[src/rtl/muldiv_pkg.sv]
// Shared constants and state encoding for the iterative HI/LO multiply/divide unit.
package muldiv_pkg;

  localparam logic [2:0] MD_MULT  = 3'b000;
  localparam logic [2:0] MD_MULTU = 3'b001;
  localparam logic [2:0] MD_DIV   = 3'b010;
  localparam logic [2:0] MD_DIVU  = 3'b011;
  localparam logic [2:0] MD_MTHI  = 3'b100;
  localparam logic [2:0] MD_MTLO  = 3'b101;

  localparam int unsigned MD_ITERS = 32;

  typedef enum logic [1:0] {
    S_IDLE,
    S_CALC,
    S_FIX
  } md_state_e;

endpackage

[src/rtl/muldiv_step.sv]
// One radix-2 iteration: shift-add multiply or restoring divide on a 2*WIDTH accumulator.
module muldiv_step #(
  parameter int unsigned WIDTH = 32
) (
  input  logic                 div_mode,
  input  logic [2*WIDTH-1:0]   acc_in,
  input  logic [WIDTH-1:0]     operand,
  output logic [2*WIDTH-1:0]   acc_out
);

  logic [WIDTH:0] sum;
  logic [WIDTH:0] shifted;
  logic [WIDTH:0] trial;

  always_comb begin
    // Multiply: multiplier sits in the low half and is consumed LSB first.
    sum     = {1'b0, acc_in[2*WIDTH-1:WIDTH]} + (acc_in[0] ? {1'b0, operand} : '0);
    // Divide: high half is the partial remainder, low half shifts dividend out / quotient in.
    shifted = {acc_in[2*WIDTH-1:WIDTH], acc_in[WIDTH-1]};
    trial   = shifted - {1'b0, operand};
    if (div_mode) begin
      if (trial[WIDTH]) begin
        acc_out = {shifted[WIDTH-1:0], acc_in[WIDTH-2:0], 1'b0};
      end else begin
        acc_out = {trial[WIDTH-1:0], acc_in[WIDTH-2:0], 1'b1};
      end
    end else begin
      acc_out = {sum, acc_in[WIDTH-1:1]};
    end
  end

endmodule

[src/rtl/muldiv_unit.sv]
// Iterative MULT/MULTU/DIV/DIVU unit with HI/LO registers and single-cycle MTHI/MTLO.
module muldiv_unit
  import muldiv_pkg::*;
#(
  parameter int unsigned WIDTH = MD_ITERS
) (
  input  logic             clk,
  input  logic             rst,
  input  logic             start,
  input  logic [2:0]       mdOp,
  input  logic [WIDTH-1:0] busA,
  input  logic [WIDTH-1:0] busB,
  output logic             busy,
  output logic             done,
  output logic [WIDTH-1:0] hi,
  output logic [WIDTH-1:0] lo
);

  localparam int unsigned    CntW    = $clog2(WIDTH + 1);
  localparam logic [CntW-1:0] LastCnt = CntW'(WIDTH - 1);

  md_state_e            state_q, state_d;
  logic [CntW-1:0]      cnt_q, cnt_d;
  logic [2*WIDTH-1:0]   acc_q, acc_d, acc_step;
  logic [WIDTH-1:0]     opb_q, opb_d;
  logic [WIDTH-1:0]     hi_q, hi_d, lo_q, lo_d;
  logic                 is_div_q, is_div_d;
  logic                 neg_q_q, neg_q_d;
  logic                 neg_r_q, neg_r_d;
  logic                 dz_q, dz_d;
  logic                 done_q, done_d;

  logic                 sgn_op, div_op, md_op;
  logic [WIDTH-1:0]     abs_a, abs_b;
  logic [2*WIDTH-1:0]   prod;
  logic [WIDTH-1:0]     quo, rem;

  assign sgn_op = (mdOp == MD_MULT) || (mdOp == MD_DIV);
  assign div_op = (mdOp == MD_DIV) || (mdOp == MD_DIVU);
  assign md_op  = sgn_op || div_op || (mdOp == MD_MULTU);
  assign abs_a  = (sgn_op && busA[WIDTH-1]) ? -busA : busA;
  assign abs_b  = (sgn_op && busB[WIDTH-1]) ? -busB : busB;

  assign prod = neg_q_q ? -acc_q : acc_q;
  assign quo  = neg_q_q ? -acc_q[WIDTH-1:0] : acc_q[WIDTH-1:0];
  assign rem  = neg_r_q ? -acc_q[2*WIDTH-1:WIDTH] : acc_q[2*WIDTH-1:WIDTH];

  muldiv_step #(
    .WIDTH(WIDTH)
  ) u_step (
    .div_mode(is_div_q),
    .acc_in  (acc_q),
    .operand (opb_q),
    .acc_out (acc_step)
  );

  always_comb begin
    state_d  = state_q;
    cnt_d    = cnt_q;
    acc_d    = acc_q;
    opb_d    = opb_q;
    is_div_d = is_div_q;
    neg_q_d  = neg_q_q;
    neg_r_d  = neg_r_q;
    dz_d     = dz_q;
    hi_d     = hi_q;
    lo_d     = lo_q;
    done_d   = 1'b0;
    unique case (state_q)
      S_IDLE: begin
        if (start && md_op) begin
          state_d  = S_CALC;
          cnt_d    = '0;
          is_div_d = div_op;
          neg_q_d  = sgn_op && (busA[WIDTH-1] ^ busB[WIDTH-1]);
          neg_r_d  = sgn_op && div_op && busA[WIDTH-1];
          dz_d     = (busB == '0);
          acc_d    = {{WIDTH{1'b0}}, (div_op ? abs_a : abs_b)};
          opb_d    = div_op ? abs_b : abs_a;
        end else if (start && (mdOp == MD_MTHI)) begin
          hi_d = busA;
        end else if (start && (mdOp == MD_MTLO)) begin
          lo_d = busA;
        end
      end
      S_CALC: begin
        acc_d = acc_step;
        cnt_d = cnt_q + CntW'(1);
        if (cnt_q == LastCnt) begin
          state_d = S_FIX;
        end
      end
      S_FIX: begin
        state_d = S_IDLE;
        cnt_d   = '0;
        done_d  = 1'b1;
        if (is_div_q) begin
          // Remainder already equals busA on divide-by-zero; only the quotient needs forcing.
          lo_d = dz_q ? '1 : quo;
          hi_d = rem;
        end else begin
          {hi_d, lo_d} = prod;
        end
      end
      default: state_d = S_IDLE;
    endcase
  end

  always_ff @(posedge clk or posedge rst) begin
    if (rst) begin
      state_q  <= S_IDLE;
      cnt_q    <= '0;
      acc_q    <= '0;
      opb_q    <= '0;
      is_div_q <= 1'b0;
      neg_q_q  <= 1'b0;
      neg_r_q  <= 1'b0;
      dz_q     <= 1'b0;
      hi_q     <= '0;
      lo_q     <= '0;
      done_q   <= 1'b0;
    end else begin
      state_q  <= state_d;
      cnt_q    <= cnt_d;
      acc_q    <= acc_d;
      opb_q    <= opb_d;
      is_div_q <= is_div_d;
      neg_q_q  <= neg_q_d;
      neg_r_q  <= neg_r_d;
      dz_q     <= dz_d;
      hi_q     <= hi_d;
      lo_q     <= lo_d;
      done_q   <= done_d;
    end
  end

  assign busy = (state_q != S_IDLE);
  assign done = done_q;
  assign hi   = hi_q;
  assign lo   = lo_q;

endmodule

[config.mk]
export PLATFORM = sky130hd
export DESIGN_NAME = muldiv_unit
export DESIGN_NICKNAME = d
export VERILOG_FILES = /design/src/rtl/muldiv_pkg.sv /design/src/rtl/muldiv_step.sv /design/src/rtl/muldiv_unit.sv
export SDC_FILE = /design/constraint.sdc
export NUM_CORES = 1
export LEC_CHECK = 0
export CAP_MARGIN = 20
export CORE_AREA = 2 2 166 168
export CTS_CLUSTER_SIZE = 10
export DETAILED_ROUTE_END_ITERATION = 12
export DIE_AREA = 0 0 168 170
export PLACE_DENSITY = 0.89
export SLEW_MARGIN = 25
export SYNTH_ARGS = -nofsm -noshare
export SYNTH_HDL_FRONTEND = slang
export SYNTH_HIERARCHICAL = 1
export SYNTH_SLANG_ARGS = --single-unit
[constraint.sdc]
create_clock -name clk -period 6.55 [get_ports clk]
set_clock_uncertainty 0.1 [all_clocks]
set_input_delay 0.9825 -clock clk [delete_from_list [all_inputs] [get_ports clk]]
set_output_delay 0.9825 -clock clk [all_outputs]
set_load 0.02 [all_outputs]
==> flow_summary_export.csv <==
group,metric,value,unit
power,finalPower,0.00906,W
clock_network,htree_levels,4,
synthesis,synth.top_cells.by_count,"nand2_1, dfrtp_1, a21oi_1",
place,dp_cells,2346,
grt,grt_pass1_wl,86.2,mm
critical_path,end_kind,"flip-flop",
sta,drv_slew,0,
sta,maxSlewHeadroom,0.338,
sta,fin_crit,4.29,ns
floorplanning,dieArea,0.0286,mm^2
synthesis,netlist_instances,1967,
detailed_routing,initialDrtViolationCount,2352,
grt,grt_overflow_total,0,
place,hpwl,42.3,mm
min_path,hold_path_class,"reg -> reg",
grt,grt_max_degree,88,
synthesis,yosysChipArea,0.0158,mm^2
sta,final-setup-viol-count,0,
detailed_routing,viasPerCell,6.99,
critical_path,crit_fanout,30,
synthesis,fp_nets,2111,
detailed_routing,firstDrtPassIters,5,
synthesis,top_area_cell,"dfrtp_1",
power,p_per_area,508,mW/mm^2
synthesis,synth_area,0.0158,mm^2
grt,grt_usage,0.388,
finish,area_growth,13.3,%
sta,rsz0062_at_grt,"false",
sta,fmax,233,MHz
critical_path,cp.arrival,4.52,ns
critical_path,reg2reg_depth,14,
clock_network,cts_tree,"done",
synthesis,synth_cell_types,93,
synthesis,yosys_warnings,6,
synthesis,synth-main-ff-cell,"dfrtp_1",
sta,setup_tns,0,ns
detailed_routing,wl_per_cell,23.9,um
grt,antenna_found_initial,1,
finish,layout.nets,2168,
flow_run,maxCapViolCount,0,
clock_network,cts-root-buf,"clkbuf_16",
synthesis,ys_cells,1967,
floorplanning,io_pins,136,
clock_network,cts_hold_buf,0,
grt,grt_pass1_vias,15200,
critical_path,regToRegSetupSlack,2.26,ns
detailed_routing,ant_nets,0,
synthesis,topCellsByArea,"dfrtp_1, ha_1, a21oi_1, xnor2_1, nand2_1",
floorplanning,die_h,170,um
sta,worst_pin_slew,0.993,ns
power,power.leakage,7.40,nW
critical_path,rr_endpoint,"acc_q[35]",
clock_network,cts_buffer_depth,2,
synthesis,numSynthFlops,173,
place,routabilityCongestion,1.03,
critical_path,worstPathRequired,6.78,ns
critical_path,cp-endpoint,"acc_q[35]",
critical_path,crit_start,"acc_q[31]",
sta,holdWs,0.383,ns
sta,hold_violations,0,
clock_network,cts_buffers,17,
sta,fin_crit_sh,0.655,
clock_network,post-cts-setup-buffers,0,
synthesis,avgSynthCellArea,8.01,um^2
power,vdd_drop_max,0.238,mV
critical_path,worst_setup_path_start_kind,"flip-flop",
clock_network,cts.sinks,173,
flow_run,tool_warnings,28,
clock_network,path_clk_slew,0.08,ns
synthesis,most_common_cell,"nand2_1",
floorplanning,core,0.0267,mm^2
outcome,status,"complete, no violations",
critical_path,r2r-start,"acc_q[31]",
[worst min path at each step]
stage	cells past startpoint	to	from
floorplan	2	dz_q	dz_q
global placement	1	lo[17]	lo[17]
detailed placement	2	lo[5]	lo[5]
CTS	2	lo[5]	lo[5]
global route	1	hi[26]	hi[26]
finish	2	lo[5]	lo[5]
[routing by layer]
layer / track usage / wire, um
met5: 0 / 0
met4: 0.185 / 3050
met2: 0.595 / 24700
met3: 0.0935 / 6890
met1: 0.516 / 22100
[state kept, by name (all words and copies together) (netlist names)]
name	flops
acc_q	64
cnt_q	6
done	1
dz_q	1
hi	32
is_div_q	1
lo	32
neg_q_q	1
neg_r_q	1
opb_q	32
state_q	2
[where the power goes]
| group | internal [W] | switching [W] |
|---|---|---|
| clock | 0.000554 | 0.000525 |
| sequential | 0.00153 | 0.000790 |
| combinational | 0.00233 | 0.00333 |
| total | 0.00442 | 0.00464 |
[cells by family after synthesis]
logic type,share of synthesized area
xor+xnor,0.0939
mux,0.0336
flops,0.275
compound gates,0.282
simple gates,0.209
buf+inv,0.0471
fa+ha+maj,0.0597
[worst max-delay path, stage by stage (launching register included)]
cell,delay (ns)
dfrtp_1,0.44
inv_1,0.08
ha_1,0.22
fa_1,0.42
nor2b_1,0.19
o31ai_1,0.15
a21o_1,0.26
o211ai_4,0.33
a31oi_4,0.17
o211ai_4,0.73
buf_4,0.47
a211oi_1,0.08
a211oi_1,0.22
a21oi_1,0.08
a22o_1,0.21
[placed cells by master, fill, tap and decap left out, types with 29 or more instances in the layout]
master	n
ha_1	71
o21ai_1	36
or3_1	29
dfrtp_1	172
clkdlybuf4s50_1	135
inv_1	59
a22o_1	30
xor2_1	79
a21oi_1	159
nand3_1	41
nor3_1	35
xnor2_1	90
o21ai_0	134
a21o_1	46
and2_1	38
nand2_1	208
o22ai_1	33
nor2_1	148
mux2_2	38
[layout make-up]
| class | count | area (um^2) |
|---|---|---|
| clock buffer | 17 | 425 |
| antenna | 1 | 2.50 |
| timing repair buffer | 152 | 1500 |
| inverter | 61 | 234 |
| clock inverter | 15 | 190 |
| tap | 341 | 427 |
| fill | 2179 | 8790 |
| sequential | 173 | 4330 |
| multi-input combinational | 1619 | 10700 |
[per-stage QoR]
| stage | setup WS, ns | area (um^2) |
|---|---|---|
| CTS | 2.36 | 17900 |
| global placement | 2.48 | 17200 |
| detailed placement | 2.39 | 17200 |
| finish | 2.26 | 17900 |
| floorplan | 0.779 | 15800 |
| global route | 2.00 | 17900 |
gates.png
Scale bar: 50 um.
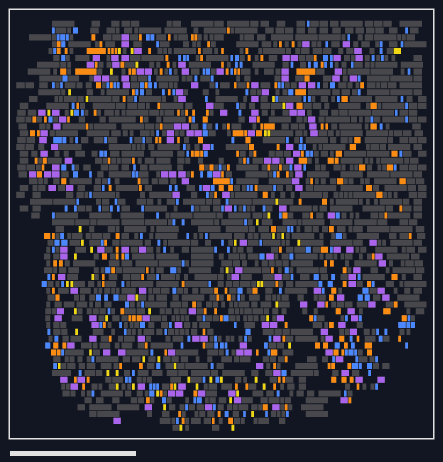
Key: yellow = inv cells [cells 61]; blue = nand cells [cells 289, where widely spread]; orange = nor cells [cells 251, where widely spread]; purple = xor and xnor cells [cells 169, where widely spread]
final non-filler cell total: 2,379
most common cell after layout, fill and taps aside: nand2_1
combinational share of cell area: 0.602

congestion_map.png
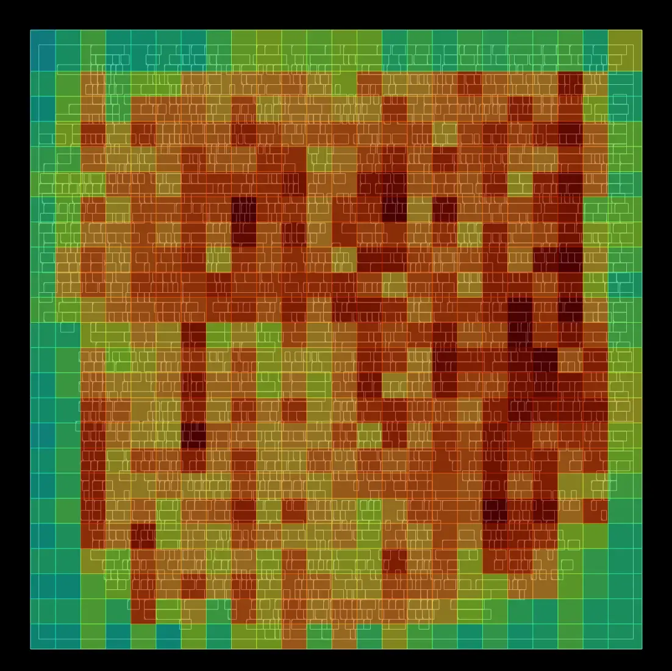
Top Usage Layer GRT: met2
final core utilization: 0.670

m3.png
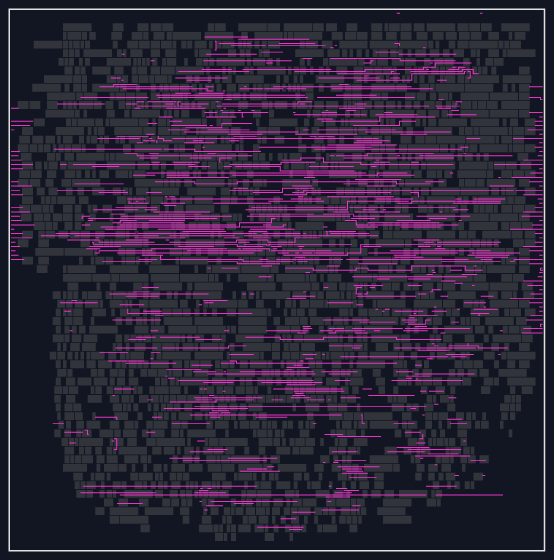
The wires run mostly horizontal. The longest straight run is 96.1 um. The layer carries 6,890 um of wire. The layer holds 12% of the routed length.
GR Layer Usage met3: 0.0935
final wirelength: 56.8 mm
Via Count: 16,600

clock_wires.png
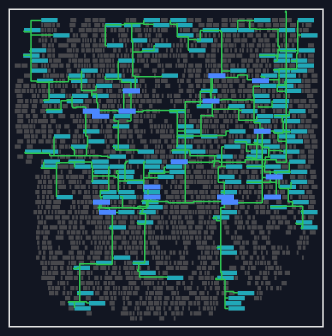
Key: green = clock wires [length 2,280 um]; blue = clock-net drivers [count 17]; cyan = flip-flops [count 173]
Position of the flops: widely spread.
Late-Pin Clk Latency: 0.45 ns
Clk. pwr: 0.00108 W
clock power share: 0.119

Power and IR drop assume default switching activity.
